Wiring by layer:
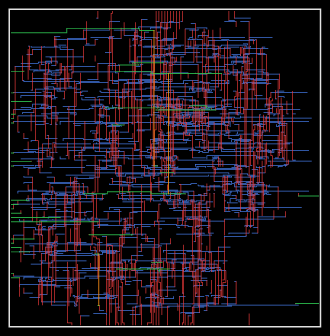
Routing congestion:
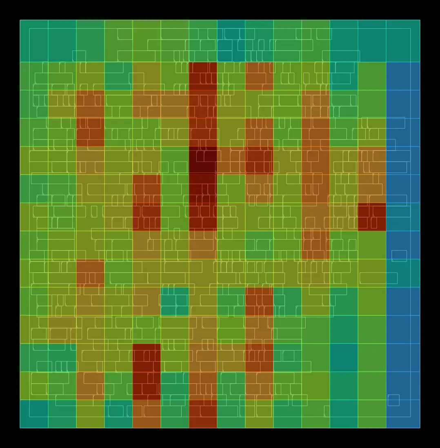
Local utilization:
The die is cut into 10 by 10 equal tiles; white is low, dark blue is high, 0 to 100% covered.
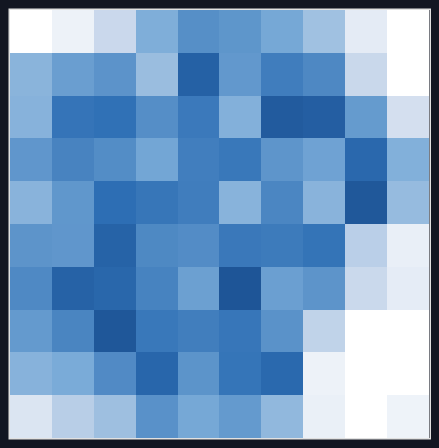
M2 wires:
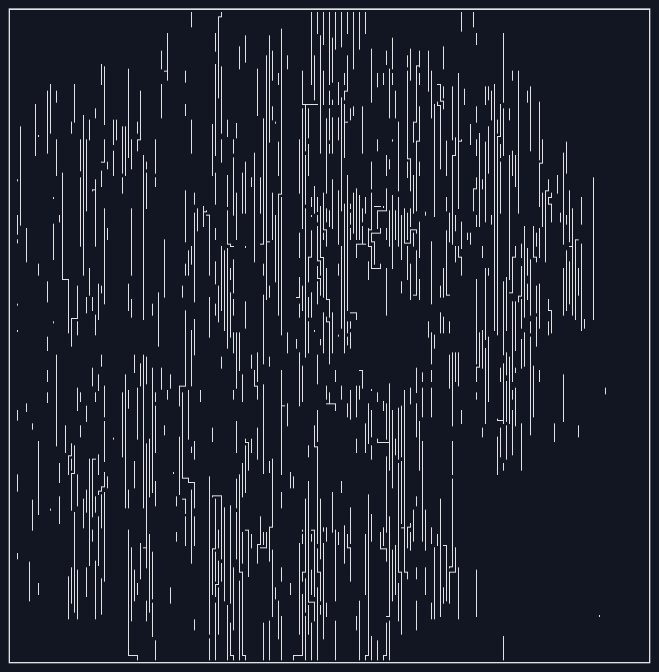
Gate families picked out:
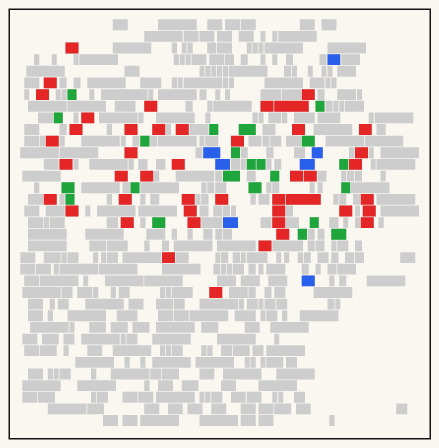
`src/rtl/gbuff_stream_reader_pkg.sv`:
```
// rtl/gbuff_stream_reader_pkg.sv - shared constants and FSM encoding for gbuff_stream_reader
//
// Purpose: word/address widths used as parameter defaults, skid buffer depth,
// and the reader FSM state encoding. No ports.
package gbuff_stream_reader_pkg;

    localparam int WORD_SIZE      = 16;
    localparam int WORD_ADDR_BITS = 10;

    // Depth of the output skid buffer; also the read credit limit.
    localparam int SKID_DEPTH     = 2;
    localparam int SKID_CNT_W     = $clog2(SKID_DEPTH + 1);

    typedef enum logic [1:0] {
        S_IDLE  = 2'd0,
        S_READ  = 2'd1,
        S_DRAIN = 2'd2,
        S_DONE  = 2'd3
    } state_e;

endpackage

```
`src/rtl/gbuff_stream_reader_skid_fifo2.sv`:
```
// rtl/gbuff_stream_reader_skid_fifo2.sv - 2-entry synchronous skid FIFO with registered head
//
// Purpose: absorbs words returned by the SRAM while the downstream stalls.
// The head entry is a register, so valid_o/head_o depend only on state.
// Ports:
//   clk_i, rst_ni     clock, asynchronous active-low reset
//   push_i, din_i     write a word at the tail
//   pop_i             remove the head word (ignored when empty)
//   valid_o, head_o   head word present / head word
//   count_o           occupancy 0..2
module gbuff_stream_reader_skid_fifo2
    import gbuff_stream_reader_pkg::*;
#(
    parameter int W = WORD_SIZE
) (
    input  logic                  clk_i,
    input  logic                  rst_ni,
    input  logic                  push_i,
    input  logic [W-1:0]          din_i,
    input  logic                  pop_i,
    output logic                  valid_o,
    output logic [W-1:0]          head_o,
    output logic [SKID_CNT_W-1:0] count_o
);

    localparam logic [SKID_CNT_W-1:0] CNT_ONE  = SKID_CNT_W'(1);
    localparam logic [SKID_CNT_W-1:0] CNT_FULL = SKID_CNT_W'(SKID_DEPTH);

    logic [W-1:0]          head_q, head_d;
    logic [W-1:0]          tail_q, tail_d;
    logic [SKID_CNT_W-1:0] count_q, count_d;
    logic                  do_pop;

    assign do_pop = pop_i && (count_q != '0);

    always_comb begin
        head_d  = head_q;
        tail_d  = tail_q;
        count_d = count_q;
        case ({push_i, do_pop})
            2'b10: begin
                if (count_q == '0) begin
                    head_d = din_i;
                end else begin
                    tail_d = din_i;
                end
                // A push into a full FIFO is excluded by the upstream credit rule.
                if (count_q != CNT_FULL) begin
                    count_d = count_q + CNT_ONE;
                end
            end
            2'b01: begin
                head_d  = tail_q;
                count_d = count_q - CNT_ONE;
            end
            2'b11: begin
                // Occupancy stays the same; the new word either replaces the
                // head directly or queues behind the promoted tail.
                if (count_q == CNT_ONE) begin
                    head_d = din_i;
                end else begin
                    head_d = tail_q;
                    tail_d = din_i;
                end
            end
            default: ;
        endcase
    end

    always_ff @(posedge clk_i or negedge rst_ni) begin
        if (!rst_ni) begin
            head_q  <= '0;
            tail_q  <= '0;
            count_q <= '0;
        end else begin
            head_q  <= head_d;
            tail_q  <= tail_d;
            count_q <= count_d;
        end
    end

    assign valid_o = (count_q != '0);
    assign head_o  = head_q;
    assign count_o = count_q;

endmodule

```
`src/rtl/gbuff_stream_reader.sv`:
```
// rtl/gbuff_stream_reader.sv - streams n words from global buffer A as a valid/ready stream
//
// Purpose: start/done controlled read engine for a synchronous single-port
// SRAM with one-cycle read latency, feeding a 2-entry skid FIFO.
// Optional feature macro: GBUFF_STREAM_READER_LAST_EN (out_last marks word n-1;
// when undefined out_last is tied low and the FIFO stores data only).
// Ports:
//   clk, rst                      clock, asynchronous active-low reset
//   start, n                      begin a transfer of n words (sampled in IDLE)
//   busy, done                    transfer in progress / one-cycle completion pulse
//   sram_wen, sram_addr, sram_do  SRAM port (read-only, registered address)
//   out_valid, out_data, out_last output stream
//   out_ready                     downstream accept
module gbuff_stream_reader
    import gbuff_stream_reader_pkg::*;
#(
    parameter int                DATA_W    = WORD_SIZE,
    parameter int                ADDR_W    = WORD_ADDR_BITS,
    parameter logic [ADDR_W-1:0] BASE_ADDR = '0
) (
    input  logic              clk,
    input  logic              rst,
    input  logic              start,
    input  logic [ADDR_W-1:0] n,
    output logic              busy,
    output logic              done,
    output logic              sram_wen,
    output logic [ADDR_W-1:0] sram_addr,
    input  logic [DATA_W-1:0] sram_do,
    output logic              out_valid,
    output logic [DATA_W-1:0] out_data,
    input  logic              out_ready,
    output logic              out_last
);

`ifdef GBUFF_STREAM_READER_LAST_EN
    localparam int FIFO_W = DATA_W + 1;
`else
    localparam int FIFO_W = DATA_W;
`endif

    localparam logic [ADDR_W-1:0]   ADDR_ONE   = ADDR_W'(1);
    localparam logic [SKID_CNT_W:0] CREDIT_MAX = (SKID_CNT_W + 1)'(SKID_DEPTH);

    state_e                  state_q;
    logic [ADDR_W-1:0]       n_q;
    logic [ADDR_W-1:0]       rd_cnt_q;
    logic [ADDR_W-1:0]       tx_cnt_q;
    logic [ADDR_W-1:0]       sram_addr_q;
    logic                    busy_q;
    logic                    done_q;
    logic                    rvalid_q;

    logic                    fifo_valid;
    logic [FIFO_W-1:0]       fifo_din;
    logic [FIFO_W-1:0]       fifo_head;
    logic [SKID_CNT_W-1:0]   fifo_count;

    logic                    hs;
    logic                    issue;
    logic                    rd_last;
    logic                    tx_last;
    logic [SKID_CNT_W:0]     credit_used;

    assign hs      = fifo_valid && out_ready;
    assign rd_last = (rd_cnt_q == n_q - ADDR_ONE);
    assign tx_last = (tx_cnt_q == n_q - ADDR_ONE);

    // The SRAM reads whatever sram_addr_q holds every cycle; a "read" is only
    // counted when issue is high, which also advances the address. Words
    // already in the FIFO, minus the one leaving this cycle, plus the one
    // coming back from the previous read, must leave a free slot; this keeps
    // one word per cycle while guaranteeing every returned word lands.
    assign credit_used = {{SKID_CNT_W{1'b0}}, rvalid_q}
                       + {1'b0, fifo_count}
                       - {{SKID_CNT_W{1'b0}}, hs};
    assign issue = (state_q == S_READ) && (credit_used < CREDIT_MAX);

    always_ff @(posedge clk or negedge rst) begin
        if (!rst) begin
            state_q     <= S_IDLE;
            n_q         <= '0;
            rd_cnt_q    <= '0;
            tx_cnt_q    <= '0;
            sram_addr_q <= '0;
            busy_q      <= 1'b0;
            done_q      <= 1'b0;
            rvalid_q    <= 1'b0;
        end else begin
            done_q   <= 1'b0;
            rvalid_q <= issue;
            if (issue) begin
                sram_addr_q <= sram_addr_q + ADDR_ONE;
            end
            if (hs) begin
                tx_cnt_q <= tx_cnt_q + ADDR_ONE;
            end
            case (state_q)
                S_IDLE: begin
                    if (start) begin
                        n_q         <= n;
                        rd_cnt_q    <= '0;
                        tx_cnt_q    <= '0;
                        sram_addr_q <= BASE_ADDR;
                        if (n == '0) begin
                            state_q <= S_DONE;
                            done_q  <= 1'b1;
                        end else begin
                            state_q <= S_READ;
                            busy_q  <= 1'b1;
                        end
                    end
                end
                S_READ: begin
                    if (issue) begin
                        rd_cnt_q <= rd_cnt_q + ADDR_ONE;
                        if (rd_last) begin
                            state_q <= S_DRAIN;
                        end
                    end
                end
                S_DRAIN: begin
                    if (hs && tx_last) begin
                        state_q <= S_DONE;
                        busy_q  <= 1'b0;
                        done_q  <= 1'b1;
                    end
                end
                S_DONE: begin
                    state_q <= S_IDLE;
                end
                default: begin
                    state_q <= S_IDLE;
                end
            endcase
        end
    end

`ifdef GBUFF_STREAM_READER_LAST_EN
    // Last flag travels alongside the read it belongs to.
    logic last_pend_q;

    always_ff @(posedge clk or negedge rst) begin
        if (!rst) begin
            last_pend_q <= 1'b0;
        end else begin
            last_pend_q <= issue && rd_last;
        end
    end

    assign fifo_din = {last_pend_q, sram_do};
    assign out_data = fifo_head[DATA_W-1:0];
    assign out_last = fifo_valid && fifo_head[DATA_W];
`else
    assign fifo_din = sram_do;
    assign out_data = fifo_head;
    assign out_last = 1'b0;
`endif

    gbuff_stream_reader_skid_fifo2 #(
        .W (FIFO_W)
    ) u_fifo (
        .clk_i   (clk),
        .rst_ni  (rst),
        .push_i  (rvalid_q),
        .din_i   (fifo_din),
        .pop_i   (hs),
        .valid_o (fifo_valid),
        .head_o  (fifo_head),
        .count_o (fifo_count)
    );

    assign busy      = busy_q;
    assign done      = done_q;
    assign sram_wen  = 1'b0;
    assign sram_addr = sram_addr_q;
    assign out_valid = fifo_valid;

endmodule

```
`config.mk`:
```
export PLATFORM = sky130hd
export DESIGN_NAME = gbuff_stream_reader
export DESIGN_NICKNAME = d
export VERILOG_FILES = /design/src/rtl/gbuff_stream_reader_pkg.sv /design/src/rtl/gbuff_stream_reader_skid_fifo2.sv /design/src/rtl/gbuff_stream_reader.sv
export SDC_FILE = /design/constraint.sdc
export NUM_CORES = 1
export LEC_CHECK = 0
export CORE_AREA = 2 2 96 98
export DETAILED_ROUTE_END_ITERATION = 10
export DIE_AREA = 0 0 98 100
export GPL_ROUTABILITY_DRIVEN = 0
export PLACE_DENSITY = 0.68
export SYNTH_ARGS = -nofsm -noshare
export SYNTH_HDL_FRONTEND = slang
export SYNTH_SLANG_ARGS = --single-unit
```
`constraint.sdc`:
```
create_clock -name clk -period 4.4 [get_ports clk]
set_input_delay 1.32 -clock clk [delete_from_list [all_inputs] [get_ports clk]]
set_output_delay 1.32 -clock clk [all_outputs]
set_load 0.02 [all_outputs]
```
==> impl_metrics.csv <==
group,metric,value,unit
outcome,status,"finished clean",
synthesis,edf_count,0,
worst_setup_path,crit_chain,"clkdlybuf4s50_1, nand2_1, inv_1, ha_1, nor2_1, fa_1, o21ai_0, nand2_1, nor3_1, nand3_1, xor2_1, nor2_1",
layout,post-route-cell-area,5074,um^2
power,combPwrFrac,47.0,%
synthesis,topCellsByArea,"dfrtp_1, nand2_1, xor2_1, mux2_2, xnor2_1",
final_timing,min_period,3.762,ns
layout,synthToLayoutAreaGrowth,21.41,%
cts,clock_latency,0.35,ns
grt,grt_max_degree,80,
power,finalPower,3329,uW
final_timing,fin_tns_setup,0,ns
worst_setup_path,r2r-end,"rd_cnt_q[7]$_DFFE_PN0P_",
job,warnings,31,
synthesis,top_area_cell,"dfrtp_1",
drt,wl_met2,4133,um
worst_setup_path,critPathKind,"in2reg",
worst_setup_path,start_kind,"input port",
grt,grt_overflow,0,
synthesis,syn_inst,431,
About 'wiring by layer':
[met3] green | wire length: 328 um
[met4] orange | wire length: 97.2 um
[met2] red | wire length: 4,130 um
[met1] blue | wire length: 4,300 um
final WL: 8857 um
gr usage total: 19.29%

About 'routing congestion':
Util after Layout: 57.07%
grt met2 use: 30.87%
GRT met3 Usage: 4.735%
GRT Max-Usage Layer: met2

About 'local utilization':
emptiest ninth of the die: bottom right
mean over tiles: 50%
fullest tile: 85%
tiles over 75% full: 12%
nearly empty tiles: 8.0%
Core Util at FP: 47.01%
area of the core: 8890 um^2

About 'M2 wires':
main direction: vertical
nets with wire on the layer: 443
DR vias: 3,195

About 'gate families picked out':
[AND-OR and OR-AND gates] blue | cells: 7
[XOR/XNOR gates] red | cells: 45
[AND and OR gates] green | cells: 22
Post-Layout Cell Count: 606
Comb/total area: 40.74%
most frequent logic cell in the layout: nand2_1

Power and IR drop assume default switching activity.
